## config.mk

```make
export PLATFORM = sky130hd
export DESIGN_NAME = dmem_arbiter
export DESIGN_NICKNAME = d
export VERILOG_FILES = /design/src/rtl/dmem_arbiter_pkg.sv /design/src/rtl/dmem_arbiter.sv
export SDC_FILE = /design/constraint.sdc
export NUM_CORES = 1
export LEC_CHECK = 0
export ABC_AREA = 1
export CORE_AREA = 2 2 115 117
export CTS_BUF_LIST = sky130_fd_sc_hd__clkbuf_4 sky130_fd_sc_hd__clkbuf_8
export DETAILED_ROUTE_END_ITERATION = 6
export DIE_AREA = 0 0 117 119
export GPL_TIMING_DRIVEN = 0
export MAX_ROUTING_LAYER = met4
export PLACE_DENSITY = 0.71
export SYNTH_ARGS = -nofsm -noshare
export SYNTH_HDL_FRONTEND = slang
export SYNTH_SLANG_ARGS = --single-unit
```

## constraint.sdc

```tcl
create_clock -name clk -period 2.35 [get_ports clk]
set_input_delay 0.3525 -clock clk [delete_from_list [all_inputs] [get_ports clk]]
set_output_delay 0.3525 -clock clk [all_outputs]
set_load 0.01 [all_outputs]
```

## src/rtl/dmem_arbiter_pkg.sv

```systemverilog
// Shared encodings for the dmem arbiter: FSM state constants and access-owner codes.
package dmem_arbiter_pkg;

  localparam logic CORE_PRI = 1'b0;
  localparam logic EXT_PRI  = 1'b1;

  typedef enum logic [1:0] {
    OWN_NONE = 2'd0,
    OWN_CORE = 2'd1,
    OWN_EXT  = 2'd2
  } owner_e;

endpackage

```

## src/rtl/dmem_arbiter.sv

```systemverilog
// Shares dmem between the core MEM stage and an external port; core reads are combinational,
// external reads return one cycle after grant. Core is stalled only on cycles the external port owns dmem.
module dmem_arbiter
  import dmem_arbiter_pkg::*;
#(
  parameter int DWIDTH       = 32,
  parameter int AWIDTH       = 32,
  parameter int STARVE_LIMIT = 4
) (
  input  logic              clk,
  input  logic              rst,
  input  logic              core_req,
  input  logic              core_we,
  input  logic [AWIDTH-1:0] core_addr,
  input  logic [DWIDTH-1:0] core_wdata,
  output logic [DWIDTH-1:0] core_rdata,
  output logic              core_stall,
  input  logic              ext_req,
  input  logic              ext_we,
  input  logic [AWIDTH-1:0] ext_addr,
  input  logic [DWIDTH-1:0] ext_wdata,
  output logic              ext_gnt,
  output logic              ext_rvalid,
  output logic [DWIDTH-1:0] ext_rdata,
  output logic              mem_we,
  output logic [AWIDTH-1:0] mem_addr,
  output logic [DWIDTH-1:0] mem_wdata,
  input  logic [DWIDTH-1:0] mem_rdata
);

  localparam int SCW = $clog2(STARVE_LIMIT + 1);
  localparam logic [SCW-1:0] STARVE_MAX = SCW'(STARVE_LIMIT - 1);

  logic           state;
  logic [SCW-1:0] starve_cnt;
  owner_e         owner;

  // Owner is forced to none while reset is asserted so nothing reaches dmem or the core.
  always_comb begin
    owner = OWN_NONE;
    if (rst) begin
      if (state == EXT_PRI) begin
        if (ext_req)       owner = OWN_EXT;
        else if (core_req) owner = OWN_CORE;
      end else begin
        if (core_req)      owner = OWN_CORE;
        else if (ext_req)  owner = OWN_EXT;
      end
    end
  end

  always_comb begin
    mem_we    = 1'b0;
    mem_addr  = '0;
    mem_wdata = '0;
    case (owner)
      OWN_CORE: begin
        mem_we    = core_we;
        mem_addr  = core_addr;
        mem_wdata = core_wdata;
      end
      OWN_EXT: begin
        mem_we    = ext_we;
        mem_addr  = ext_addr;
        mem_wdata = ext_wdata;
      end
      default: ;
    endcase
  end

  assign ext_gnt    = (owner == OWN_EXT);
  assign core_stall = core_req && (owner == OWN_EXT);
  assign core_rdata = mem_rdata;

  always_ff @(posedge clk or negedge rst) begin
    if (!rst) begin
      state      <= CORE_PRI;
      starve_cnt <= '0;
      ext_rvalid <= 1'b0;
      ext_rdata  <= '0;
    end else begin
      if (owner == OWN_EXT) begin
        state      <= CORE_PRI;
        starve_cnt <= '0;
      end else if (state == EXT_PRI) begin
        // Only reachable if ext_req dropped before its grant.
        state      <= CORE_PRI;
        starve_cnt <= '0;
      end else if (ext_req && owner == OWN_CORE) begin
        if (starve_cnt == STARVE_MAX) state <= EXT_PRI;
        else                          starve_cnt <= starve_cnt + 1'b1;
      end

      ext_rvalid <= ext_gnt && !ext_we;
      if (ext_gnt && !ext_we) ext_rdata <= mem_rdata;
    end
  end

endmodule
```

Run 1, wiring heat map:
23 x 24 tiles, from black (low) to pale yellow (high), scaled to the fullest tile. Values are wire area over tile area, all layers added.
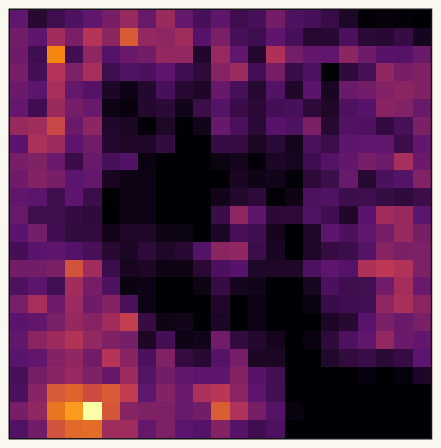
densest ninth of the die: south-west
tiles over half the peak: 3.3%
fullest tile: 0.69

Run 1, metal 3:
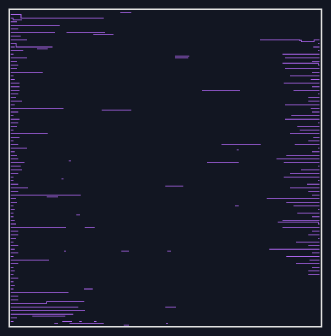
share of all routed wire: 9.2%
main direction: horizontal
longest straight run: 31.0 um
wire length on this layer: 1100 um
nets with wire on the layer: 169

==> impl_metrics.tcl, run 1 <==
# yosys + openroad results
set metrics [dict create \
    critPathLaunch "state$_DFF_PN0_" \
    cp.required_ns 2.00 \
    synth-seq-cells 37 \
    inv_count 11 \
    grt_max_degree 38 \
    tightest_slew_ns 0.249 \
    netlist.area_leader.share 0.345 \
    synth_xor_xnor_area_share 0 \
    synthTopLogicFamily "simple AND/OR/NAND/NOR gates" \
    ys_area_sq_mm 0.00268 \
    grt_pass1_vias 3678 \
    finalSetupTns_ns 0 \
    grt_overflow 0 \
    internal_power_mw 1.90 \
    num-multi-input-gates 318 \
    edf_count 0 \
    use_met3 0.0397 \
    max-vdd-ir-drop_mv 0.242 \
    lay_top_count "nand2_1" \
    slowest_delay_ns 0.40 \
    antenna_found_initial 0 \
    insertion_delay_ns 0.29 \
    signal_buffers 361 \
    setup.worst_path.start_class "register" \
    status "finished clean" \
    num-clock-buffers 5 \
    pg_seq_uw 843 \
    reg2reg_slack_ns 0.60 \
    seq_area_sq_um 926 \
    syn_area_sq_mm 0.00268 \
    path_cells "nand2_1, nand3_2, inv_2, ha_4, buf_6, buf_6, nand2_1, a21oi_2, clkdlybuf4s15_2" \
    post_dp_cell_area_sq_mm 0.00587 \
    via_per_inst 4.07 \
    bufAreaShareNonClock 0.549 \
    warnings 29 \
    ys_sh_aoi 0.123 \
    cts_buffers 5 \
    ant_nets 0 \
    cts_tree "yes" \
    pg_clk_uw 665 \
    finalClockPeriodUsage 0.961 \
    cts_root_buf "clkbuf_8" \
    fp.dieH_um 119 \
    min_period_ns 2.26 \
    total_power_mw 2.67 \
    fmax_mhz 443 \
    final.setup.worst_slack_ns 0.0905 \
    comb_area_frac 0.230 \
    yosysCellCount 426 \
    ys_types 15 \
    busiest_layer "met2" \
    comb_power_share 0.435 \
    r2r-start "state$_DFF_PN0_" \
    p_clk_frac 0.249 \
    grtUsageMet1 0.176 \
    largest_reg_flops 32 \
    path_clk_slew_ns 0.08 \
    chipArea_sq_mm 0.0139 \
    largestRegisters "ext_rdata (32), starve_cnt (3)" \
    crit_path_end_kind "output port" \
    hp-class "in2async" \
    layout.area.top_class "buffers" \
    crit_slowest_cell "dfrtp_1" \
    p_seq_frac 0.316 \
    criticalPathCategory "reg2out" \
    gp_congestion 0.875 \
    cts_max_path_buffers 2 \
    synth-async-reset-ratio 1.00 \
    synth.most_common_cell "nand2_1" \
    cts_sinks 37 \
    hold_ws_ns 0.00659 \
    design.portCount 298 \
    arrival_ns 1.91 \
    pg_comb_mw 1.16 \
    dp_cells 899 \
    syn_to_final_growth_pct 124 \
    die_width_um 117 \
    p_sw_uw 766 \
    syn_inst 426 \
    met2_usage 0.309 \
    drt_iter0_markers 110 \
    grt_setup_unrepaired "yes" \
    top_register "ext_rdata" \
    netlist_top_cells_count "nand2_1 (235), a21oi_1 (66), dfrtp_1 (37), buf_4 (32), clkbuf_1 (13)" \
    grt.total_usage 0.170 \
    cellPowerDensity_mw_per_mm2 443 \
    ys_seq_share 0.345 \
    wl_met2_um 6000 \
    final_cell_mix "nand2_1 (235), clkdlybuf4s50_1 (229), a21oi_1 (58)" \
    vias 3711 \
    top_layer_used "met4" \
    worstPathBufferInverterCount 4 \
    crit_fanout 10 \
    hold_viol_final 0 \
    topCellsByArea "dfrtp_1 (34%), nand2_1 (33%), a21oi_1 (12%)" \
    cap_violations 0 \
    top_power_group "combinational logic" \
    synthMuxAreaShare 0 \
    adder_share 0.0233 \
    fin_util 0.468 \
    grt_pass1_wl_um 18300 \
    num_antenna_cells 0 \
    drc 0 \
    dominantRegCellSynth "dfrtp_1" \
    wirelength_um 12000 \
    tap_cells 176 \
    wl_per_cell_um 13.2 \
    skew_ns 0.00695 \
    slew_viol_final 0 \
    final_layout_size_suffix_gt1_frac 0.201 \
    synth.avg_cell_area_sq_um 6.30 \
    comb_area_sq_mm 0.00139 \
    power_leakage_nw 2.70 \
    fp_util 0.208 \
    floorplan.nets 597 \
    max_slew_margin 0.834 \
    post-place-ws_ns -1.36 \
    ys_warn_count 0 \
    met3WireLength_um 1100 \
    rows 42 \
    detail_route.first_pass.iterations 6 \
    h-tree-depth 2 \
    synth_top_cell_by_area "dfrtp_1" \
    fin_area_sq_mm 0.00602 \
    swShare 0.287 \
    clk_share 0.0229 \
    io_buffers 297 \
    cp_top_family "buffers and inverters" \
    yosys.area_share.simple 0.348 \
    finalSetupViolCount 0 \
    hpwl_um 9910 \
    final_nets 905 \
]
Run 1, placement view:
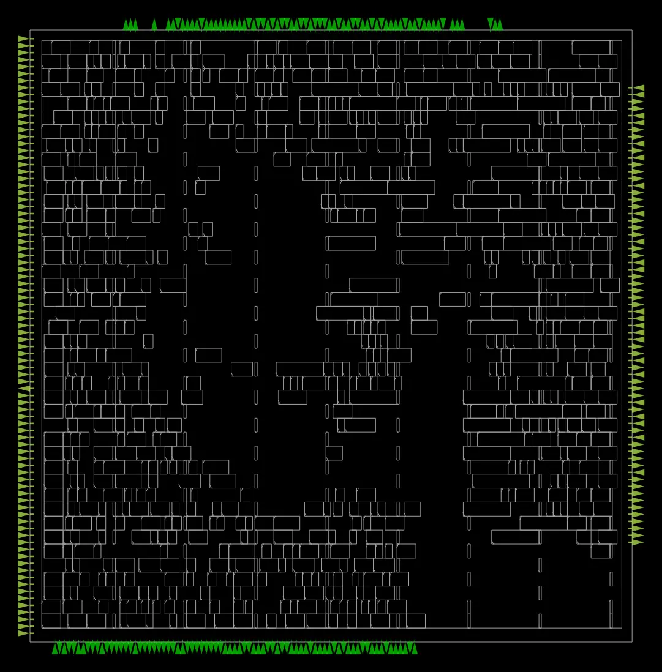
Finished Layout Cells: 911
core area: 0.0129 sq mm
flop share of the area: 0.154
Layout fillers: 1339
flop count: 37

==> run 1: worst paths after layout <==
check,depth (start not counted),to
hold / removal,2,ext_rdata[16]$_DFFE_PN0P_
hold reg to reg,2,ext_rdata[7]$_DFFE_PN0P_
setup / recovery,9,mem_wdata[22]
max in group asynchronous,2,ext_rdata[10]$_DFFE_PN0P_
min in group clk,2,ext_rdata[7]$_DFFE_PN0P_
setup reg to reg,9,ext_rdata[8]$_DFFE_PN0P_
==> run 1: repair_timing <==
item,4_1_cts,5_1_grt
endpoints found under the hold margin,37,0
buffers inserted,2,0
pin swaps,2,1
setup endpoints to repair,96,61
gates resized,240,51
cloned,1,0
hold buffers,1,0
==> run 1 -> run 2 <==
--- a/config.mk
+++ b/config.mk
@@ -13,6 +13,7 @@
 export GPL_TIMING_DRIVEN = 0
 export MAX_ROUTING_LAYER = met4
 export PLACE_DENSITY = 0.71
+export SKIP_LAST_GASP = 1
 export SYNTH_ARGS = -nofsm -noshare
 export SYNTH_HDL_FRONTEND = slang
 export SYNTH_SLANG_ARGS = --single-unit
==> constraint.sdc (replaced) <==
create_clock -name clk -period 2.3 [get_ports clk]
set_input_delay 0.345 -clock clk [delete_from_list [all_inputs] [get_ports clk]]
set_output_delay 0.345 -clock clk [all_outputs]
set_load 0.01 [all_outputs]
Run 2, I/O nets highlighted:
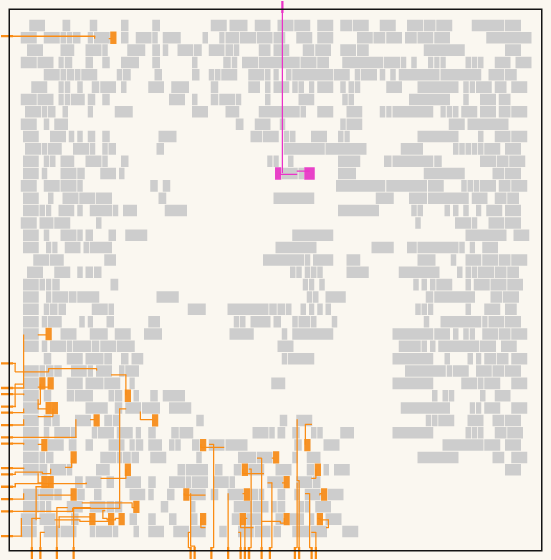
| port | colour | bits | direction | end cells | wire |
|---|---|---|---|---|---|
| core_wdata | orange | 32 | input | 32 | 552 um |
| ext_we | magenta | 1 | input | 2 | 42.3 um |
Port Buf Inserts: 297
Top Ports: 298

==> run 2 against run 1 <==
Hold slack gained 0.47 ns. Sequential power increased by 2%. Combinational power grew 3%. Critical path depth shrank 1. Global-route usage down 0.24 points. Clock power rose by 2%. Via count is 0.24% lower. Power is 2.4% higher. Sequential share of layout area shrank 0.18 points. Utilization rose by 0.55 points. Cell count rose by 0.11%. Clock-buffer cell count unchanged.
==> impl_metrics.tcl, run 2 <==
# yosys + openroad results
set metrics [dict create \
    hold_ws_ns 0.476 \
    dominantRegCellSynth "dfrtp_1" \
    fp_util 0.208 \
    final_nets 906 \
    drt_iter0_markers 107 \
    die_width_um 117 \
    hp-class "in2reg" \
    path_cells "inv_1, a21oi_4, inv_1, ha_4, clkbuf_8, clkbuf_8, a21oi_2, clkdlybuf4s15_2" \
    synth.avg_cell_area_sq_um 6.30 \
    max-vdd-ir-drop_mv 0.245 \
    r2r-start "state$_DFF_PN0_" \
    skew_ns 0.00510 \
    netlist_top_cells_count "nand2_1 (235), a21oi_1 (66), dfrtp_1 (37), buf_4 (32), clkbuf_1 (13)" \
    synth-async-reset-ratio 1.00 \
    rows 42 \
    path_clk_slew_ns 0.07 \
    ant_nets 0 \
    final.setup.worst_slack_ns 0.0508 \
    min_period_ns 2.25 \
    gp_congestion 0.875 \
    pg_comb_mw 1.20 \
    critPathLaunch "state$_DFF_PN0_" \
    post_cts_buffers 2 \
    largest_reg_flops 32 \
    synth-seq-cells 37 \
    arrival_ns 1.90 \
    tightest_slew_ns 0.249 \
    slowest_delay_ns 0.38 \
    reg2reg_to "ext_rdata[8]$_DFFE_PN0P_" \
    cts_max_path_buffers 2 \
    finalClockPeriodUsage 0.978 \
    setup.worst_path.start_class "register" \
    criticalPathCategory "reg2out" \
    post-place-ws_ns -1.39 \
    status "finished clean" \
    fillCellCount 1330 \
    fp.dieH_um 119 \
    post_dp_cell_area_sq_mm 0.00587 \
    rr_worst_depth 9 \
    crit_fanout 10 \
    top_power_group "combinational logic" \
    largestRegisters "ext_rdata (32), starve_cnt (3)" \
    total_power_mw 2.73 \
    fmax_mhz 445 \
    cap_violations 0 \
    endpoint "mem_wdata[22]" \
    cts_root_buf "clkbuf_8" \
    h-tree-depth 2 \
    antenna_found_initial 0 \
    cts_sinks 37 \
    num_antenna_cells 0 \
    use_met3 0.0382 \
    final_cell_mix "nand2_1 (235), clkdlybuf4s50_1 (229), buf_2 (51)" \
    cellPowerDensity_mw_per_mm2 448 \
    busiest_layer "met2" \
    hpwl_um 9910 \
    fin_util 0.473 \
    power_leakage_nw 2.72 \
    worst-path-stages 8 \
    grt.total_usage 0.168 \
    ys_area_sq_mm 0.00268 \
    grt_overflow 0 \
    p_sw_uw 783 \
    lay_top_count "nand2_1" \
    syn_inst 426 \
    cts_buffers 5 \
    syn_area_sq_mm 0.00268 \
    vias 3702 \
    synth_top_cell_by_area "dfrtp_1" \
    finalSetupViolCount 0 \
    crit_path_end_kind "output port" \
    grt_max_degree 40 \
    swShare 0.287 \
    via_per_inst 4.06 \
    pg_clk_uw 675 \
    wirelength_um 12100 \
    top_register "ext_rdata" \
    wl_per_cell_um 13.2 \
    ys_seq_share 0.345 \
    chipArea_sq_mm 0.0139 \
    edf_count 0 \
]
-- run 2: kinds of logic (layout without fill, tap and decap cells) --
group | after synthesis | in the layout | synth area share
and+or+nand+nor | 247 | 247 | 0.348
buffers and inverters | 71 | 381 | 0.160
adders and majority gates | 5 | 5 | 0.0233
AOI/OAI and AO/OA | 66 | 66 | 0.123
DFF | 37 | 37 | 0.345
-- run 2: layout make-up --
cell class	count	area, sq um	share of cell area
multi-input cells	318	1420	0.232
inverters	11	43.8	0.00719
well taps	176	220	0.0361
repair buffers	302	2800	0.460
clock buffers	5	68.8	0.0113
flip-flops and latches	37	926	0.152
plain buffers	60	546	0.0895
clock inverters	3	68.8	0.0113
-- run 2: layer usage --
metal	vias up	wire length, um
met1	1585	4590
met4	0	354
met5	-	0
li1	1914	-
met3	22	1020
met2	181	6110
No activity file was given, so power comes from the tool's default toggle rates.
